File: config.mk
export PLATFORM = sky130hd
export DESIGN_NAME = exc_ctrl_flat
export DESIGN_NICKNAME = d
export VERILOG_FILES = /design/src/rtl/exc_ctrl_if.sv /design/src/rtl/exc_ctrl.sv /design/src/flat_wrapper.sv
export SDC_FILE = /design/constraint.sdc
export NUM_CORES = 1
export LEC_CHECK = 0
export ABC_AREA = 0
export CORE_UTILIZATION = 40
export DETAILED_ROUTE_END_ITERATION = 8
export DONT_BUFFER_PORTS = 1
export SLEW_MARGIN = 20
export SYNTH_ARGS = -nofsm -noshare
export SYNTH_HDL_FRONTEND = slang
export SYNTH_SLANG_ARGS = --single-unit
File: constraint.sdc
create_clock -name clk -period 2.2 [get_ports clk]
set_input_delay 0.55 -clock clk [delete_from_list [all_inputs] [get_ports clk]]
set_output_delay 0.55 -clock clk [all_outputs]
set_load 0.02 [all_outputs]
File: src/rtl/exc_ctrl_if.sv
// Pipeline-side connection of the exception controller: MEM-stage requests, CP0 access,
// accept/eret reporting and flush controls.
interface exc_ctrl_if;
  logic [5:0]  i_irq;
  logic        i_MEM_valid;
  logic        i_MEM_exc_valid;
  logic [4:0]  i_MEM_exc_cause;
  logic [31:0] i_MEM_pc;
  logic        i_MEM_is_eret;
  logic        i_mtc0_we;
  logic [4:0]  i_mtc0_addr;
  logic [31:0] i_mtc0_wdata;
  logic [4:0]  i_mfc0_addr;
  logic [31:0] o_mfc0_rdata;
  logic        o_answer_exc;
  logic [4:0]  o_MEM_exception_cause;
  logic        o_MEM_is_eret;
  logic [31:0] o_MEM_epc_value;
  logic        o_flush_IF_ID;
  logic        o_flush_ID_EX;
  logic        o_flush_EX_MEM;
  logic        o_busy;

  modport master (
    output i_irq, i_MEM_valid, i_MEM_exc_valid, i_MEM_exc_cause, i_MEM_pc, i_MEM_is_eret,
    output i_mtc0_we, i_mtc0_addr, i_mtc0_wdata, i_mfc0_addr,
    input  o_mfc0_rdata, o_answer_exc, o_MEM_exception_cause, o_MEM_is_eret, o_MEM_epc_value,
    input  o_flush_IF_ID, o_flush_ID_EX, o_flush_EX_MEM, o_busy
  );

  modport slave (
    input  i_irq, i_MEM_valid, i_MEM_exc_valid, i_MEM_exc_cause, i_MEM_pc, i_MEM_is_eret,
    input  i_mtc0_we, i_mtc0_addr, i_mtc0_wdata, i_mfc0_addr,
    output o_mfc0_rdata, o_answer_exc, o_MEM_exception_cause, o_MEM_is_eret, o_MEM_epc_value,
    output o_flush_IF_ID, o_flush_ID_EX, o_flush_EX_MEM, o_busy
  );
endinterface

File: src/rtl/exc_ctrl.sv
// MEM-stage exception/interrupt/eret controller with CP0 Status, Cause and EPC.
// Define EXC_CTRL_IRQ_SYNC_EN to pass i_irq through a 2-flop synchronizer (default: 1 flop).
module exc_ctrl (
  input  logic      clk,
  input  logic      rst_n,
  exc_ctrl_if.slave bus
);

  localparam logic [4:0] ExcInt  = 5'd0;
  localparam logic [4:0] AddrSts = 5'd12;
  localparam logic [4:0] AddrCau = 5'd13;
  localparam logic [4:0] AddrEpc = 5'd14;

  typedef enum logic {StRun, StFlush} state_e;

  state_e      state_q;
  logic [7:0]  im_q;
  logic        exl_q;
  logic        ie_q;
  logic [4:0]  exc_code_q;
  logic [31:0] epc_q;
  logic [5:0]  ip_q;

  logic       run;
  logic       int_pend;
  logic       exc_acc;
  logic       int_acc;
  logic       eret_acc;
  logic       accept;
  logic       mtc0_ok;
  logic [4:0] code;

`ifdef EXC_CTRL_IRQ_SYNC_EN
  logic [5:0] irq_meta_q;

  always_ff @(posedge clk or negedge rst_n) begin
    if (!rst_n) begin
      irq_meta_q <= '0;
      ip_q       <= '0;
    end else begin
      irq_meta_q <= bus.i_irq;
      ip_q       <= irq_meta_q;
    end
  end
`else
  always_ff @(posedge clk or negedge rst_n) begin
    if (!rst_n) begin
      ip_q <= '0;
    end else begin
      ip_q <= bus.i_irq;
    end
  end
`endif

  // rst_n gates acceptance so every output stays 0 while reset is held.
  assign run      = rst_n && (state_q == StRun);
  assign int_pend = ie_q && !exl_q && (|(ip_q & im_q[7:2]));
  assign exc_acc  = run && bus.i_MEM_exc_valid;
  assign int_acc  = run && !bus.i_MEM_exc_valid && int_pend && bus.i_MEM_valid;
  assign eret_acc = run && !bus.i_MEM_exc_valid && !(int_pend && bus.i_MEM_valid) &&
                    bus.i_MEM_is_eret && bus.i_MEM_valid;
  assign accept   = exc_acc || int_acc || eret_acc;
  assign mtc0_ok  = run && !accept && bus.i_mtc0_we;
  assign code     = exc_acc ? bus.i_MEM_exc_cause : ExcInt;

  always_ff @(posedge clk or negedge rst_n) begin
    if (!rst_n) begin
      state_q    <= StRun;
      im_q       <= '0;
      exl_q      <= 1'b0;
      ie_q       <= 1'b0;
      exc_code_q <= '0;
      epc_q      <= '0;
    end else begin
      unique case (state_q)
        StRun:   if (accept) state_q <= StFlush;
        StFlush: state_q <= StRun;
        default: state_q <= StRun;
      endcase
      if (exc_acc || int_acc) begin
        exc_code_q <= code;
        exl_q      <= 1'b1;
        // Nested exceptions keep the original return address.
        if (!exl_q) epc_q <= bus.i_MEM_pc;
      end else if (eret_acc) begin
        exl_q <= 1'b0;
      end else if (mtc0_ok) begin
        if (bus.i_mtc0_addr == AddrSts) begin
          im_q  <= bus.i_mtc0_wdata[15:8];
          exl_q <= bus.i_mtc0_wdata[1];
          ie_q  <= bus.i_mtc0_wdata[0];
        end else if (bus.i_mtc0_addr == AddrEpc) begin
          epc_q <= bus.i_mtc0_wdata;
        end
      end
    end
  end

  always_comb begin
    bus.o_mfc0_rdata = '0;
    if (bus.i_mfc0_addr == AddrSts) begin
      bus.o_mfc0_rdata = {16'h0, im_q, 6'h0, exl_q, ie_q};
    end else if (bus.i_mfc0_addr == AddrCau) begin
      bus.o_mfc0_rdata = {16'h0, ip_q, 3'h0, exc_code_q, 2'h0};
    end else if (bus.i_mfc0_addr == AddrEpc) begin
      bus.o_mfc0_rdata = epc_q;
    end
  end

  assign bus.o_answer_exc          = exc_acc || int_acc;
  assign bus.o_MEM_exception_cause = (exc_acc || int_acc) ? code : 5'd0;
  assign bus.o_MEM_is_eret         = eret_acc;
  assign bus.o_MEM_epc_value       = epc_q;
  assign bus.o_busy                = (state_q == StFlush);
  assign bus.o_flush_IF_ID         = accept || (state_q == StFlush);
  assign bus.o_flush_ID_EX         = accept || (state_q == StFlush);
  assign bus.o_flush_EX_MEM        = accept || (state_q == StFlush);

endmodule

File: src/flat_wrapper.sv
// flat-port wrapper written by rule: the top's interface ports become plain ports
module exc_ctrl_flat 
  (clk, rst_n, bus_i_irq, bus_i_MEM_valid, bus_i_MEM_exc_valid, bus_i_MEM_exc_cause, bus_i_MEM_pc, bus_i_MEM_is_eret, bus_i_mtc0_we, bus_i_mtc0_addr, bus_i_mtc0_wdata, bus_i_mfc0_addr, bus_o_mfc0_rdata, bus_o_answer_exc, bus_o_MEM_exception_cause, bus_o_MEM_is_eret, bus_o_MEM_epc_value, bus_o_flush_IF_ID, bus_o_flush_ID_EX, bus_o_flush_EX_MEM, bus_o_busy);
  exc_ctrl_if bus_i ();
  input  logic clk;
  input  logic rst_n;
  input wire logic [$bits(bus_i.i_irq)-1:0] bus_i_irq;
  input wire logic [$bits(bus_i.i_MEM_valid)-1:0] bus_i_MEM_valid;
  input wire logic [$bits(bus_i.i_MEM_exc_valid)-1:0] bus_i_MEM_exc_valid;
  input wire logic [$bits(bus_i.i_MEM_exc_cause)-1:0] bus_i_MEM_exc_cause;
  input wire logic [$bits(bus_i.i_MEM_pc)-1:0] bus_i_MEM_pc;
  input wire logic [$bits(bus_i.i_MEM_is_eret)-1:0] bus_i_MEM_is_eret;
  input wire logic [$bits(bus_i.i_mtc0_we)-1:0] bus_i_mtc0_we;
  input wire logic [$bits(bus_i.i_mtc0_addr)-1:0] bus_i_mtc0_addr;
  input wire logic [$bits(bus_i.i_mtc0_wdata)-1:0] bus_i_mtc0_wdata;
  input wire logic [$bits(bus_i.i_mfc0_addr)-1:0] bus_i_mfc0_addr;
  output wire logic [$bits(bus_i.o_mfc0_rdata)-1:0] bus_o_mfc0_rdata;
  output wire logic [$bits(bus_i.o_answer_exc)-1:0] bus_o_answer_exc;
  output wire logic [$bits(bus_i.o_MEM_exception_cause)-1:0] bus_o_MEM_exception_cause;
  output wire logic [$bits(bus_i.o_MEM_is_eret)-1:0] bus_o_MEM_is_eret;
  output wire logic [$bits(bus_i.o_MEM_epc_value)-1:0] bus_o_MEM_epc_value;
  output wire logic [$bits(bus_i.o_flush_IF_ID)-1:0] bus_o_flush_IF_ID;
  output wire logic [$bits(bus_i.o_flush_ID_EX)-1:0] bus_o_flush_ID_EX;
  output wire logic [$bits(bus_i.o_flush_EX_MEM)-1:0] bus_o_flush_EX_MEM;
  output wire logic [$bits(bus_i.o_busy)-1:0] bus_o_busy;
  assign bus_i.i_irq = bus_i_irq;
  assign bus_i.i_MEM_valid = bus_i_MEM_valid;
  assign bus_i.i_MEM_exc_valid = bus_i_MEM_exc_valid;
  assign bus_i.i_MEM_exc_cause = bus_i_MEM_exc_cause;
  assign bus_i.i_MEM_pc = bus_i_MEM_pc;
  assign bus_i.i_MEM_is_eret = bus_i_MEM_is_eret;
  assign bus_i.i_mtc0_we = bus_i_mtc0_we;
  assign bus_i.i_mtc0_addr = bus_i_mtc0_addr;
  assign bus_i.i_mtc0_wdata = bus_i_mtc0_wdata;
  assign bus_i.i_mfc0_addr = bus_i_mfc0_addr;
  assign bus_o_mfc0_rdata = bus_i.o_mfc0_rdata;
  assign bus_o_answer_exc = bus_i.o_answer_exc;
  assign bus_o_MEM_exception_cause = bus_i.o_MEM_exception_cause;
  assign bus_o_MEM_is_eret = bus_i.o_MEM_is_eret;
  assign bus_o_MEM_epc_value = bus_i.o_MEM_epc_value;
  assign bus_o_flush_IF_ID = bus_i.o_flush_IF_ID;
  assign bus_o_flush_ID_EX = bus_i.o_flush_ID_EX;
  assign bus_o_flush_EX_MEM = bus_i.o_flush_EX_MEM;
  assign bus_o_busy = bus_i.o_busy;
  exc_ctrl u_core (.clk(clk), .rst_n(rst_n), .bus(bus_i));
endmodule
==> images/m1.png <==
Bar = 20 um. Cells faint in the background.
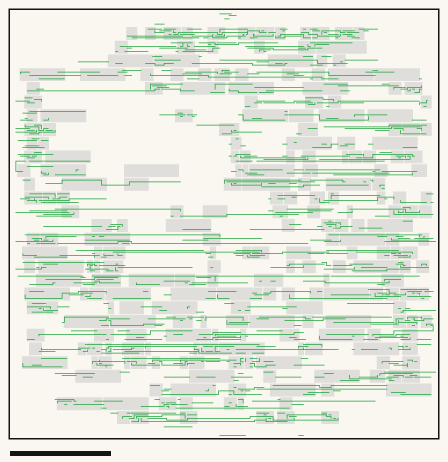
nets with wire on the layer: 292
longest straight run: 47.0 um
vias post-DR: 2154
total routed wirelength: 7.81 mm
M1 GR Usage: 0.263

==> images/m2.png <==
Bar = 20 um. Cells faint in the background.
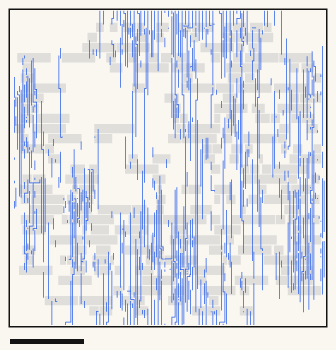
share of all routed wire: 50%
wire length on this layer: 3870 um
nets with wire on the layer: 313
longest straight run: 56.9 um
main direction: vertical
GR Layer Usage met2: 0.382

==> impl_metrics.json <==
{
  "arrival_ns": 1.75,
  "avgViaCountPerCell": 6.49,
  "comb.multi_input.count": 166,
  "max-cap-violations": 0,
  "ys_area_um2": 2750,
  "setup-tns-final_ns": -0.321,
  "cp_num_cells": 5,
  "nClkBuffers": 5,
  "power-top-group": "sequential cells",
  "worst_pin_slew_ns": 0.468,
  "holdWs_ns": 0.0860,
  "cp_max_fo": 3,
  "cts_tree": "built",
  "overflow": 0,
  "grt_pass1_wl_mm": 11.7,
  "p_seq_frac": 0.601,
  "r2r-end": "u_core.bus.o_MEM_epc_value[12]$_DFFE_PN0P_",
  "stdcell_area_um2": 3110,
  "clk_share": 0.0350,
  "n_sequential_cell": 54,
  "clk_path_buf_depth": 2,
  "io_pins": 166,
  "cts_buffers": 5,
  "sh_seq_area": 0.434,
  "reg2reg_from": "u_core.im_q[5]$_DFFE_PN0P_",
  "yosysTopAreaCell": "dfrtp_1",
  "cp.required_ns": 1.65,
  "synth-xor-area-share": 0,
  "place_hpwl_mm": 5.45,
  "cp-startpoint": "u_core.im_q[5]$_DFFE_PN0P_",
  "ys_sh_simple": 0.119,
  "power.switching_uw": 1170,
  "utilization": 0.479,
  "grt_max_degree": 55,
  "largest_class": "registers",
  "stdcell_count": 332,
  "drt_first_pass_iters": 8,
  "wl_per_cell_um": 23.5,
  "ys.flops": 54,
  "finClkSkew_ns": 0.00287,
  "comb_share": 0.427,
  "common_cells": "dfrtp_1 (54), o21a_1 (32), o32a_1 (32)",
  "synth.top_cell.area_share": 0.492,
  "clkSinkCount": 54,
  "largest_register_ffs": 32,
  "setup_slack_ns": -0.0951,
  "postSynth.topFlopCell": "dfrtp_1",
  "cts_max_level": 2,
  "routabilityCongestion": 0.797,
  "failed_checks": "DRC, setup timing",
  "core_area_um2": 6490,
  "num-fill-cells": 608,
  "post-route-drc-count": 14,
  "syn_nets": 335,
  "detail_route.iter0.violations": 136,
  "clk_latency_ns": 0.31,
  "internal_power_uw": 1920,
  "p_per_area_nw_per_um2": 993,
  "grt_pass1_vias": 2176,
  "tap_cells": 77,
  "drive_gt1_frac": 0.251,
  "die_w_um": 84.9,
  "endpoint": "bus_o_flush_IF_ID",
  "dpl-instance-area_um2": 2920,
  "finalSetupViolations": 4,
  "yosysWarningCount": 0,
  "ctsRootBufferMaster": "clkbuf_8",
  "layout_min_cycle_time_ns": 2.30,
  "cpPeakStageDelay_ns": 0.41,
  "path_buffers": 0,
  "worstSetupPathType": "reg -> out",
  "async_flop_share": 1.00,
  "n_antenna_cell": 0,
  "seq_power_uw": 1860,
  "outcome": "finished, violations left",
  "rrSetupSlack_ns": 0.09,
  "grt_usage": 0.218,
  "p_clk_frac": 0.216,
  "finalClockPeriodUsage": 1.04,
  "syn_area_per_cell_um2": 11.3,
  "p_total_uw": 3090,
  "logic_area_um2": 1330,
  "synth.area.top_cells": "dfrtp_1 (49%), o32a_1 (12%), o21a_1 (8.7%), and3_1 (5.0%), mux2_2 (4.1%)",
  "ys_cells": 244
}
metal layers:
metal	part of all wire	vias up	wire length, um	global-route usage
met5	0	-	0	0
met3	0.075	9	582	0.0574
met2	0.50	114	3870	0.382
li1	-	958	-	-
met1	0.42	1073	3270	0.263
met4	0.0095	0	74	0.0693
cell usage in the layout (no fill, tap or decap), drive strengths merged, types with 3 or more instances in the layout:
master / synthesis / layout
nor2: 12 / 12
mux2: 10 / 10
dfrtp: 54 / 54
o21ai: 8 / 8
nand3: 3 / 3
a22oi: 3 / 3
clkbuf: 8 / 5
nand2: 10 / 10
mux2i: 4 / 4
and3: 22 / 22
o21a: 32 / 32
or2: 3 / 3
a21o: 5 / 5
o32a: 32 / 32
buf: 14 / 25
a21oi: 6 / 6
a22o: 5 / 5
No activity file was given, so power comes from the tool's default toggle rates.
